==> config.mk <==
export PLATFORM = sky130hd
export DESIGN_NAME = cic_comp_fir_flat
export DESIGN_NICKNAME = d
export VERILOG_FILES = /design/src/rtl/cic_comp_fir_if.sv /design/src/rtl/cic_comp_fir.sv /design/src/flat_wrapper.sv
export SDC_FILE = /design/constraint.sdc
export NUM_CORES = 2
export LEC_CHECK = 0
export ABC_AREA = 1
export ABC_CLOCK_PERIOD_IN_PS = 19340
export CELL_PAD_IN_SITES_DETAIL_PLACEMENT = 1
export CELL_PAD_IN_SITES_GLOBAL_PLACEMENT = 2
export CORE_MARGIN = 2
export CORE_UTILIZATION = 41
export DETAILED_ROUTE_END_ITERATION = 6
export PLACE_DENSITY = 0.95
export SETUP_SLACK_MARGIN = 0.1
export SYNTH_ARGS = -nofsm -noshare
export SYNTH_HDL_FRONTEND = slang
export SYNTH_SLANG_ARGS = --single-unit
==> constraint.sdc <==
create_clock -name clk -period 19.34 [get_ports clk]
set_clock_uncertainty 0.1 [all_clocks]
set_input_delay 3.868 -clock clk [delete_from_list [all_inputs] [get_ports clk]]
set_output_delay 3.868 -clock clk [all_outputs]
set_load 0.1 [all_outputs]
==> src/rtl/cic_comp_fir_if.sv <==
// Bus between the CIC decimator and the compensation FIR.
// It carries the sample strobe in and the filtered strobe, status and debug state out.
interface cic_comp_fir_if #(
   parameter int IN_WIDTH  = 28,
   parameter int OUT_WIDTH = 16
);
   // Strobe semantics: in_valid is a one-cycle qualifier for in_data/decimation_factor.
   // There is no ready signal. A strobe that cannot be taken is dropped and raises the sticky overrun flag.
   // out_valid pulses for one cycle when out_data changes. out_data holds between pulses.
   logic signed [IN_WIDTH-1:0]  in_data;
   logic                        in_valid;
   logic [4:0]                  decimation_factor;
   logic signed [OUT_WIDTH-1:0] out_data;
   logic                        out_valid;
   logic                        busy;
   logic                        overrun;
   logic [1:0]                  fsm_state;

   modport master (
      output in_data, in_valid, decimation_factor,
      input  out_data, out_valid, busy, overrun, fsm_state
   );
   modport slave (
      input  in_data, in_valid, decimation_factor,
      output out_data, out_valid, busy, overrun, fsm_state
   );
endinterface

==> src/rtl/cic_comp_fir.sv <==
// Removes the CIC gain D^3 with a rounded shift and saturates the result to 16 bits.
// It then applies an 11-tap symmetric compensation FIR using one time-shared multiplier.
module cic_comp_fir #(
   parameter int IN_WIDTH  = 28,
   parameter int OUT_WIDTH = 16
) (
   input logic           clk,
   input logic           rst,
   cic_comp_fir_if.slave bus
);
   localparam int ACC_W = 36;
   localparam int FRAC  = 14;

   localparam logic [1:0] S_IDLE = 2'd0;
   localparam logic [1:0] S_LOAD = 2'd1;
   localparam logic [1:0] S_MAC  = 2'd2;
   localparam logic [1:0] S_OUT  = 2'd3;

   localparam logic signed [IN_WIDTH:0] N_MAX =
      {{(IN_WIDTH-OUT_WIDTH+2){1'b0}}, {(OUT_WIDTH-1){1'b1}}};
   localparam logic signed [IN_WIDTH:0] N_MIN =
      {{(IN_WIDTH-OUT_WIDTH+2){1'b1}}, {(OUT_WIDTH-1){1'b0}}};
   localparam logic signed [ACC_W-1:0] O_MAX =
      {{(ACC_W-OUT_WIDTH+1){1'b0}}, {(OUT_WIDTH-1){1'b1}}};
   localparam logic signed [ACC_W-1:0] O_MIN =
      {{(ACC_W-OUT_WIDTH+1){1'b1}}, {(OUT_WIDTH-1){1'b0}}};
   localparam logic signed [ACC_W-1:0] O_HALF = ACC_W'(1) << (FRAC - 1);

   logic [1:0]                  state;
   logic [3:0]                  idx;
   logic signed [ACC_W-1:0]     acc;
   logic signed [OUT_WIDTH-1:0] x [0:10];
   logic signed [OUT_WIDTH-1:0] norm_reg;
   logic                        norm_full;
   logic                        accept;

   logic [2:0]                  k;
   logic [3:0]                  s;
   logic signed [IN_WIDTH:0]    n_rnd, n_sum, n_shift;
   logic signed [OUT_WIDTH-1:0] n_sat;

   // The shift amount is s = 3*log2(D). Any unsupported D passes the sample through unshifted.
   always_comb begin
      case (bus.decimation_factor)
         5'd2:    k = 3'd1;
         5'd4:    k = 3'd2;
         5'd8:    k = 3'd3;
         5'd16:   k = 3'd4;
         default: k = 3'd0;
      endcase
      s       = 4'(k) * 4'd3;
      n_rnd   = (s == 4'd0) ? '0 : ((IN_WIDTH+1)'(1) << (s - 4'd1));
      n_sum   = {bus.in_data[IN_WIDTH-1], bus.in_data} + n_rnd;
      n_shift = n_sum >>> s;
      if (n_shift > N_MAX)      n_sat = {1'b0, {(OUT_WIDTH-1){1'b1}}};
      else if (n_shift < N_MIN) n_sat = {1'b1, {(OUT_WIDTH-1){1'b0}}};
      else                      n_sat = n_shift[OUT_WIDTH-1:0];
   end

   logic signed [OUT_WIDTH-1:0] tap_a, tap_b, coef;
   logic signed [OUT_WIDTH:0]   pre;
   logic signed [32:0]          prod;
   logic signed [ACC_W-1:0]     acc_next, o_rnd, o_shift;
   logic signed [OUT_WIDTH-1:0] o_sat;

   // Steps 0..4 fold the symmetric tap pairs. Step 5 takes the centre tap alone.
   always_comb begin
      tap_a = x[idx];
      tap_b = (idx == 4'd5) ? '0 : x[4'd10 - idx];
      case (idx)
         4'd0:    coef = -16'sd40;
         4'd1:    coef = 16'sd120;
         4'd2:    coef = -16'sd300;
         4'd3:    coef = 16'sd700;
         4'd4:    coef = -16'sd1500;
         default: coef = 16'sd18424;
      endcase
      pre      = {tap_a[OUT_WIDTH-1], tap_a} + {tap_b[OUT_WIDTH-1], tap_b};
      prod     = 33'(pre) * 33'(coef);
      acc_next = acc + ACC_W'(prod);
      o_rnd    = acc + O_HALF;
      o_shift  = o_rnd >>> FRAC;
      if (o_shift > O_MAX)      o_sat = {1'b0, {(OUT_WIDTH-1){1'b1}}};
      else if (o_shift < O_MIN) o_sat = {1'b1, {(OUT_WIDTH-1){1'b0}}};
      else                      o_sat = o_shift[OUT_WIDTH-1:0];
   end

   // OUT only registers the finished result, so a sample may be taken on that same edge.
   assign accept = bus.in_valid && !norm_full && (state == S_IDLE || state == S_OUT);
   assign bus.fsm_state = state;

   always_ff @(posedge clk or posedge rst) begin
      if (rst) begin
         state         <= S_IDLE;
         idx           <= '0;
         acc           <= '0;
         norm_reg      <= '0;
         norm_full     <= 1'b0;
         bus.out_data  <= '0;
         bus.out_valid <= 1'b0;
         bus.busy      <= 1'b0;
         bus.overrun   <= 1'b0;
         for (int i = 0; i < 11; i++) x[i] <= '0;
      end else begin
         bus.out_valid <= 1'b0;
         if (bus.in_valid && !accept) bus.overrun <= 1'b1;
         if (accept) begin
            norm_reg  <= n_sat;
            norm_full <= 1'b1;
         end
         case (state)
            S_IDLE: if (accept) state <= S_LOAD;
            S_LOAD: begin
               x[0] <= norm_reg;
               for (int i = 1; i < 11; i++) x[i] <= x[i-1];
               norm_full <= 1'b0;
               acc       <= '0;
               idx       <= '0;
               bus.busy  <= 1'b1;
               state     <= S_MAC;
            end
            S_MAC: begin
               acc <= acc_next;
               idx <= idx + 4'd1;
               if (idx == 4'd5) state <= S_OUT;
            end
            S_OUT: begin
               bus.out_data  <= o_sat;
               bus.out_valid <= 1'b1;
               bus.busy      <= 1'b0;
               state         <= accept ? S_LOAD : S_IDLE;
            end
            default: state <= S_IDLE;
         endcase
      end
   end
endmodule
==> src/flat_wrapper.sv <==
// flat-port wrapper written by rule: the top's interface ports become plain ports
module cic_comp_fir_flat 
#(
   parameter int IN_WIDTH  = 28,
   parameter int OUT_WIDTH = 16
)
  (clk, rst, bus_in_data, bus_in_valid, bus_decimation_factor, bus_out_data, bus_out_valid, bus_busy, bus_overrun, bus_fsm_state);
  cic_comp_fir_if #(.IN_WIDTH(IN_WIDTH), .OUT_WIDTH(OUT_WIDTH)) bus_i ();
  input logic clk;
  input logic rst;
  input wire logic [$bits(bus_i.in_data)-1:0] bus_in_data;
  input wire logic [$bits(bus_i.in_valid)-1:0] bus_in_valid;
  input wire logic [$bits(bus_i.decimation_factor)-1:0] bus_decimation_factor;
  output wire logic [$bits(bus_i.out_data)-1:0] bus_out_data;
  output wire logic [$bits(bus_i.out_valid)-1:0] bus_out_valid;
  output wire logic [$bits(bus_i.busy)-1:0] bus_busy;
  output wire logic [$bits(bus_i.overrun)-1:0] bus_overrun;
  output wire logic [$bits(bus_i.fsm_state)-1:0] bus_fsm_state;
  assign bus_i.in_data = bus_in_data;
  assign bus_i.in_valid = bus_in_valid;
  assign bus_i.decimation_factor = bus_decimation_factor;
  assign bus_out_data = bus_i.out_data;
  assign bus_out_valid = bus_i.out_valid;
  assign bus_busy = bus_i.busy;
  assign bus_overrun = bus_i.overrun;
  assign bus_fsm_state = bus_i.fsm_state;
  cic_comp_fir #(.IN_WIDTH(IN_WIDTH), .OUT_WIDTH(OUT_WIDTH)) u_core (.clk(clk), .rst(rst), .bus(bus_i));
endmodule
**The clock network**

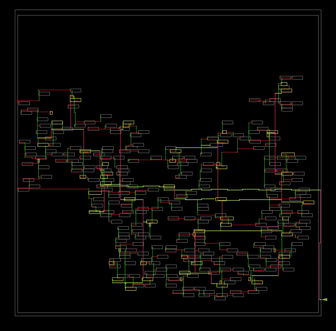
total CTS buffers: 30

**Met1 routing**

(1 px per um) Supply wires on this layer in grey.
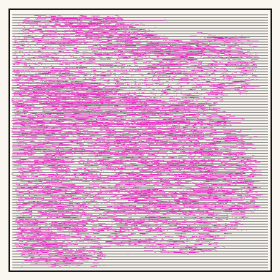
longest straight run: 92.0 um
wire length on this layer: 36.7 mm
nets with wire on the layer: 3836
main direction: horizontal

==> Changelog: implementation <==
## Flow update

* Status: finished clean
* Most frequent cells in the layout: 841 x nand2_1, 658 x inv_1, 400 x o21ai_0
* FF/Latch Area at 6310 um^2
* Area growth syn-to-layout at 8.77%
* CP Max Fanout at 58
* FA/HA/MAJ Cells, Area Fraction at 27.7%
* Die width at 260 um
* Finished Layout Cells at 4481
* All-Layer GR Usage at 23.8%
* DRT met1 WL at 36700 um
* Top layer in use: met4
* Setup WS pre-CTS at 6270 ps
* HP Class: reg -> reg
* Synth warn at 0
* Hold Path End: u_core.x[105]
* Count of library flops with an enable pin at 0
* Comb gate area at 17500 um^2
* Logic Gate Count at 2550
* Repair and plain buffers at 87
* Initial DRT Pass Iterations at 5
* Largest register by flop count: u_core.x
* Cycle use final at 68.1%
* Post-synthesis cell count at 3625
* Post-synthesis cell type with the largest instance count: nand2_1
* Total die size at 67800 um^2
* WL met2 at 37500 um
* Layout sequential cell count at 252
* Cts repair resizes at 0
* Top Registers: u_core.x: 176 flops, u_core.acc: 34 flops
* Overflow after GRT at 0
* Ant diodes at 0
* Final setup fails at 0
* Final hold vios at 0
* Layout clock area frac at 3.57%
* Area leader share at 23.4%
* Placed wire-length estimate at 62100 um
* Most Crowded Layer GR: met2
* Synth top cells by count: 841 x nand2_1, 660 x inv_1, 400 x o21ai_0
* M2 GR Usage at 40.5%
* Clock Path Buffers at 3
* Filler cells at 8212
* Min-Delay Startpoint: u_core.x[121]
* Combinational share of cell area at 59.8%
* Buf/Inv on CP at 9
* Initial antenna violation count at 1
* Worst setup endpoint: u_core.acc[33]
* First-pass GRT wire length at 130000 um
* CTS Root Cell: clkbuf_16
* DRC violations left at 0
* Inverters at 681
* Top cell category: combinational gates
* Setup crit start: u_core.idx[0]
* Mux area share at 0.111%
* XOR-XNOR Cells, Area Fraction at 1.65%
* Tightest Pin Transition at 1040 ps
* Critical path's slowest cell: ha_2
* Cell row count at 93
* Max-slew violation count at 0
* Flops after synth at 252
**Cell area per tile**

(1.5 px per um) The die is cut into 26 by 26 equal tiles; white is low, dark blue is high, 0 to 100% covered.
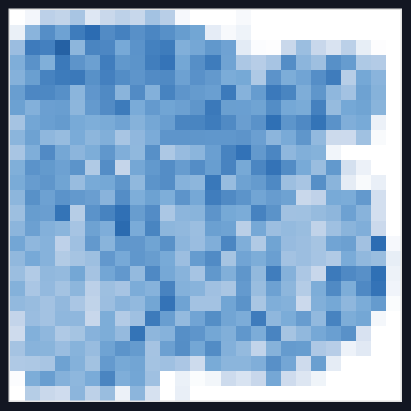
tiles over 75% full: 0.60%
nearly empty tiles: 11%
fullest tile: 80%
mean over tiles: 42%
fp_density: 41.7%
final core utilization: 45.3%
core area: 64700 um^2

**M3 wires**

(2 px per um)
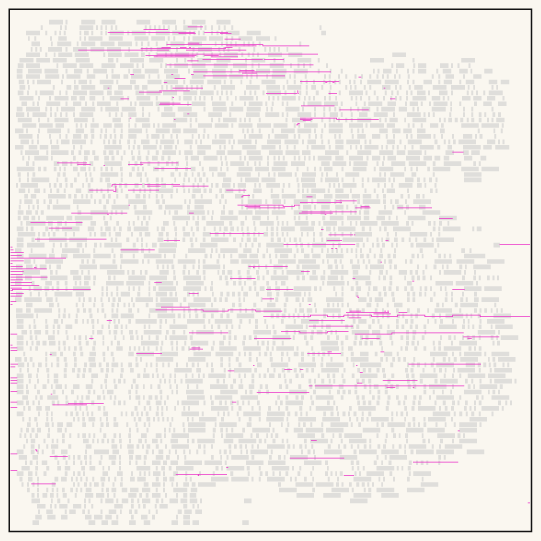
share of all routed wire: 3.3%
nets with wire on the layer: 149
wire length on this layer: 2610 um
longest straight run: 80.0 um
main direction: horizontal
Vias: 23300
WL final: 78500 um
GRT met3 Usage: 2.48%

